==> config.mk <==
export PLATFORM = sky130hd
export DESIGN_NAME = camera_angle_scheduler
export DESIGN_NICKNAME = d
export VERILOG_FILES = /design/src/rtl/camera_angle_scheduler.sv
export SDC_FILE = /design/constraint.sdc
export NUM_CORES = 1
export LEC_CHECK = 0
export CAP_MARGIN = 10
export CORE_ASPECT_RATIO = 0.7
export CORE_UTILIZATION = 60
export CTS_CLUSTER_SIZE = 30
export DETAILED_ROUTE_END_ITERATION = 12
export DONT_BUFFER_PORTS = 1
export GPL_TIMING_DRIVEN = 1
export PLACE_DENSITY = 0.81
export SLEW_MARGIN = 20
export SYNTH_ARGS = -nofsm -noshare
export SYNTH_HDL_FRONTEND = slang
export SYNTH_SLANG_ARGS = --single-unit
==> constraint.sdc <==
create_clock -name clk -period 3.25 [get_ports clk]
set_clock_uncertainty 0.2 [all_clocks]
set_input_delay 0.65 -clock clk [delete_from_list [all_inputs] [get_ports clk]]
set_output_delay 0.65 -clock clk [all_outputs]
set_load 0.01 [all_outputs]
Supply network:
Scale: 6 px per um. Pins as bars on the die edge.
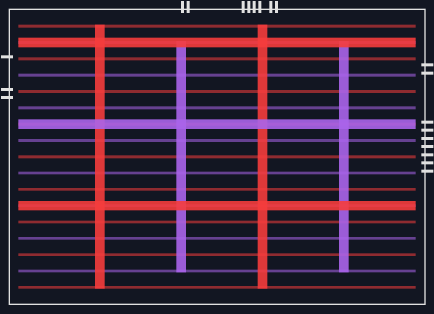
Purple marks VDD. Red marks VSS.
4 straps on met4. 3 straps on met5. 17 met1 rails follow the rows. 20 signal pins sit on the boundary.
largest voltage drop on the vdd net: 0.512 mV
Chip Width: 69.0 um
vertical die size: 48.9 um
core area: 2880 um^2

Cell density map:
Scale: 6 px per um. The die is cut into 7 by 5 equal tiles; black is low, pale yellow is high, 0 to 100% covered.
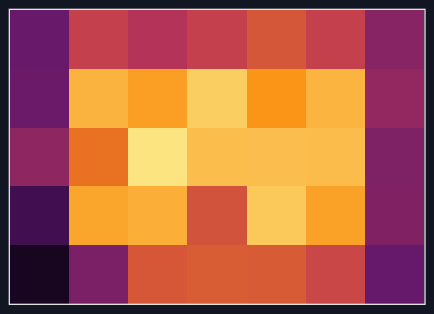
The densest ninth of the die: centre. The emptiest ninth of the die: south-west. 37% of the tiles are over 75% full. The fullest tile reaches 94%. The mean over all tiles is 59%.
starting utilization of the core area: 65.5%
fraction of the core area covered by cells at the end of the flow: 70.1%

Register map, names as in the netlist:
Scale: 6 px per um. Other sequential cells in the stronger grey, the rest of the logic in the fainter grey.
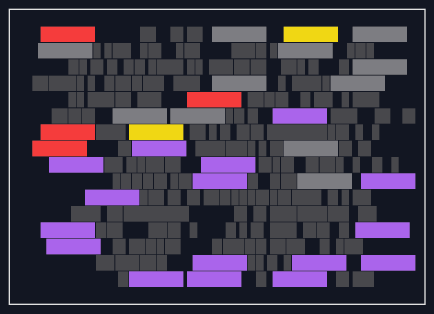
Purple marks `counter`, sequential cells 16. Red marks `pend`, sequential cells 4. Yellow marks `cmd_angle`, sequential cells 2.
Another 11 sequential cells are not coloured.
FF/Latch Area: 826 um^2
P_seq: 669 uW
register share of the cell area: 40.9%

Signal wires on met2:
Scale: 6 px per um.
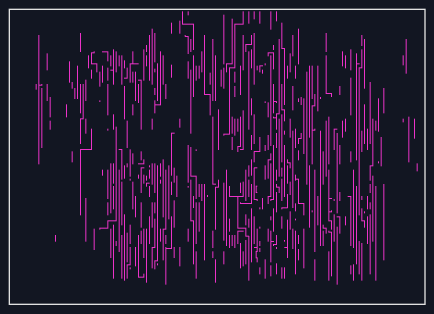
The wires run mostly vertical. The layer holds 40% of the routed length. The layer carries 1720 um of wire. The longest straight run is 24.5 um.
number of vias after detailed routing: 1639
DRT Wirelength: 4.30 mm

==> out/summary.rpt <==
====================================================================================
Cell-internal power ...................................................       950 uW
Hold Vio Cnt, Final ...................................................            0
Share of final-layout standard cells stronger than drive strength 1 ...        10.2%
Clock tree from TritonCTS .............................................          yes
CP Launch Type ........................................................         flop
Global-route wire length before repair ................................      7.13 mm
Worst setup path class ................................................      reg2reg
Register clock-pin slew on the reported worst setup and hold paths ....      0.07 ns
Worst-path maximum fanout .............................................           10
Number of remaining DRC errors ........................................            0
Max Slew Vio Count ....................................................            0
Fill cell total of the finished layout ................................          220
Post-cts gate resize count ............................................            0
Number of warnings in the stage logs ..................................           31
Minimum period implied by the final worst setup slack .................      2.87 ns
Number of antenna violations at the first check in global routing .....            0
Clock share of power ..................................................        25.6%
Status ................................................................ finished, final reports clean
Share of power burned in combinational logic ..........................        31.7%
Number of cells traversed by the worst register-to-register path ......            7
Avg Inst Size Synth ...................................................    9.26 um^2
Static Leakage ........................................................     0.840 nW
R2r setup slk .........................................................      0.38 ns
Synth cell types ......................................................           47
Final Setup Violations ................................................            0
Sequential fraction of the synthesis area .............................        43.7%
Post-Syn Nets .........................................................          222
CTS Buf Count .........................................................            5
Number of cells in the yosys synthesis report .........................          204
Final worst slack .....................................................     0.385 ns
Async set or reset register ratio after synthesis .....................         100%
Endpoint kind of the worst setup timing path ..........................         flop
Worst min-delay path category .........................................     in2async
Initial drt markers ...................................................          171
P&R area growth vs syn ................................................        7.02%
Number of buffers inserted for hold repair after clock tree synthesis .            0
Sw Pwr ................................................................       619 uW
Power per cell area ...................................................  776 nW/um^2
Number of buffers added on ports ......................................            0
Clock latency on the worst-skew pair ..................................      0.29 ns
Yosys warning total ...................................................            0
Number of clock sinks seen by CTS .....................................           33
CTS H-Tree Depth ......................................................            2
Placer's final routability congestion estimate ........................        0.861
Vias in the first global route ........................................         1451
Sum of negative setup slack ...........................................         0 ns
HPWL reported at the end of detailed placement ........................      3.08 mm
Main flop type ........................................................      dfrtp_1
Std-Cell Rows .........................................................           16
Critical Path AT ......................................................      2.83 ns
Rel. slew slack .......................................................        46.9%
Largest net degree at the start of global routing .....................           22
Sw frac ...............................................................        39.4%
Total overflow reported by the global router ..........................            0
Cell at the root of the clock tree ....................................     clkbuf_8
Post-synth EDFFs ......................................................            0
Final nets ............................................................          222
Count of max-cap constraint violations ................................            0
Cell count after synthesis ............................................          204
Flip-flop count of the largest register, all copies and words added ...           16
Worst-Margin Slew .....................................................     0.794 ns
Chip footprint ........................................................    3380 um^2
Final ANT Viol Nets ...................................................            0
First-pass DRT Iterations .............................................            4
Maximum root-to-sink buffer count .....................................            2
Vias per cell .........................................................         6.80
Unrepaired setup endpoints after global routing .......................           no
Number of ports placed on the die boundary ............................           20
Total routing usage reported by global routing ........................        27.6%
Pre-CTS WS ............................................................     0.553 ns
Ant. Diodes ...........................................................            0
Part of the total power dissipated in sequential elements .............        42.7%
Worst endpoint required time ..........................................      3.21 ns
Number of buffers added for setup after CTS ...........................            0
Cell area after synthesis .............................................    1890 um^2
Number of synthesized register bits ...................................           33
Average wire per standard cell ........................................      17.8 um
Max Freq ..............................................................      349 MHz
Chip area estimate from yosys synthesis ...............................    1890 um^2
Final worst path period share .........................................        88.2%
====================================================================================
metal layers:
metal  GRT usage (%)  vias to the layer above  share of wire [%]
li1                -                      751                  -
met1            43.2                      786                 49
met2            35.4                       94                 40
met3            7.64                        8                9.5
met4            10.2                        0                1.4
met5               0                        -                  0
synthesized netlist by cell type (3+ instances only):
| library cell | instances | area, um^2 |
|---|---|---|
| dfrtp_1 | 33 | 826 |
| nor2_1 | 20 | 75.1 |
| o21ai_0 | 19 | 95.1 |
| nand2_1 | 15 | 56.3 |
| a21oi_1 | 11 | 55.1 |
| inv_1 | 10 | 37.5 |
| ha_1 | 8 | 100 |
| nor4_1 | 7 | 43.8 |
| clkbuf_1 | 6 | 22.5 |
| nor3_1 | 5 | 25.0 |
| o22ai_1 | 5 | 31.3 |
| or2_2 | 5 | 31.3 |
| a21o_1 | 4 | 30.0 |
| or4_1 | 4 | 30.0 |
| mux2_2 | 3 | 33.8 |
| o21a_1 | 3 | 22.5 |
| o21bai_1 | 3 | 22.5 |
| o31ai_1 | 3 | 22.5 |
| or3_1 | 3 | 18.8 |
placed cells by master, fill, tap and decap left out, drive strengths merged, types with 3 or more instances in the layout:
cell type  count
or3            3
o31ai          3
or2            6
o21ai         20
clkbuf         7
o21a           3
a21oi         12
o22ai          5
ha             8
nand2         15
o41ai          3
nor3           5
a21o           4
dfrtp         33
o21bai         3
inv           10
nor2          20
nor4           7
or4            4
mux2           3
buf            3
power groups by stage:
| stage | combinational, mW | sequential [mW] | clock [mW] |
|---|---|---|---|
| detailed placement | 0.482 | 0.665 | 0 |
| global route | 0.551 | 0.682 | 0.424 |
| CTS | 0.490 | 0.663 | 0.404 |
| floorplan | 0.430 | 0.611 | 0 |
| global placement | 0.465 | 0.657 | 0 |
| finish | 0.497 | 0.669 | 0.402 |
through the flow:
stage	util (%)	power [mW]	hold slack (ns)	area [um^2]	cells
floorplan	-	1.04	0.237	1890	204
CTS	70.1	1.56	0.0846	2020	241
global route	70.1	1.66	0.0966	2020	241
global placement	66.1	1.12	0.257	1900	233
detailed placement	66.1	1.15	0.268	1900	233
finish	70.1	1.57	0.0719	2020	241
logic make-up after synthesis:
kind of cell,after synthesis,synth area share (%)
fa+ha+maj,8,5.30
flops,33,43.7
mux,3,1.79
simple gates,70,18.8
compound gates,70,25.6
buf+inv,20,4.71
critical path: stages (launching register included):
cell,delay (ns)
dfrtp_1,0.40
inv_1,0.11
ha_1,0.17
or4b_1,0.53
o41ai_4,0.62
and2_1,0.44
o21ai_0,0.17
o41ai_1,0.09
final cells by class:
| class | count | area [um^2] | area share [%] |
|---|---|---|---|
| Multi-Input combinational cell | 151 | 973 | 48.2 |
| Clock buffer | 7 | 86.3 | 4.27 |
| Clock inverter | 1 | 30.0 | 1.49 |
| Sequential cell | 33 | 826 | 40.9 |
| Timing Repair Buffer | 3 | 22.5 | 1.11 |
| Inverter | 10 | 37.5 | 1.86 |
| Tap cell | 36 | 45.0 | 2.23 |
Power and IR drop assume default switching activity.
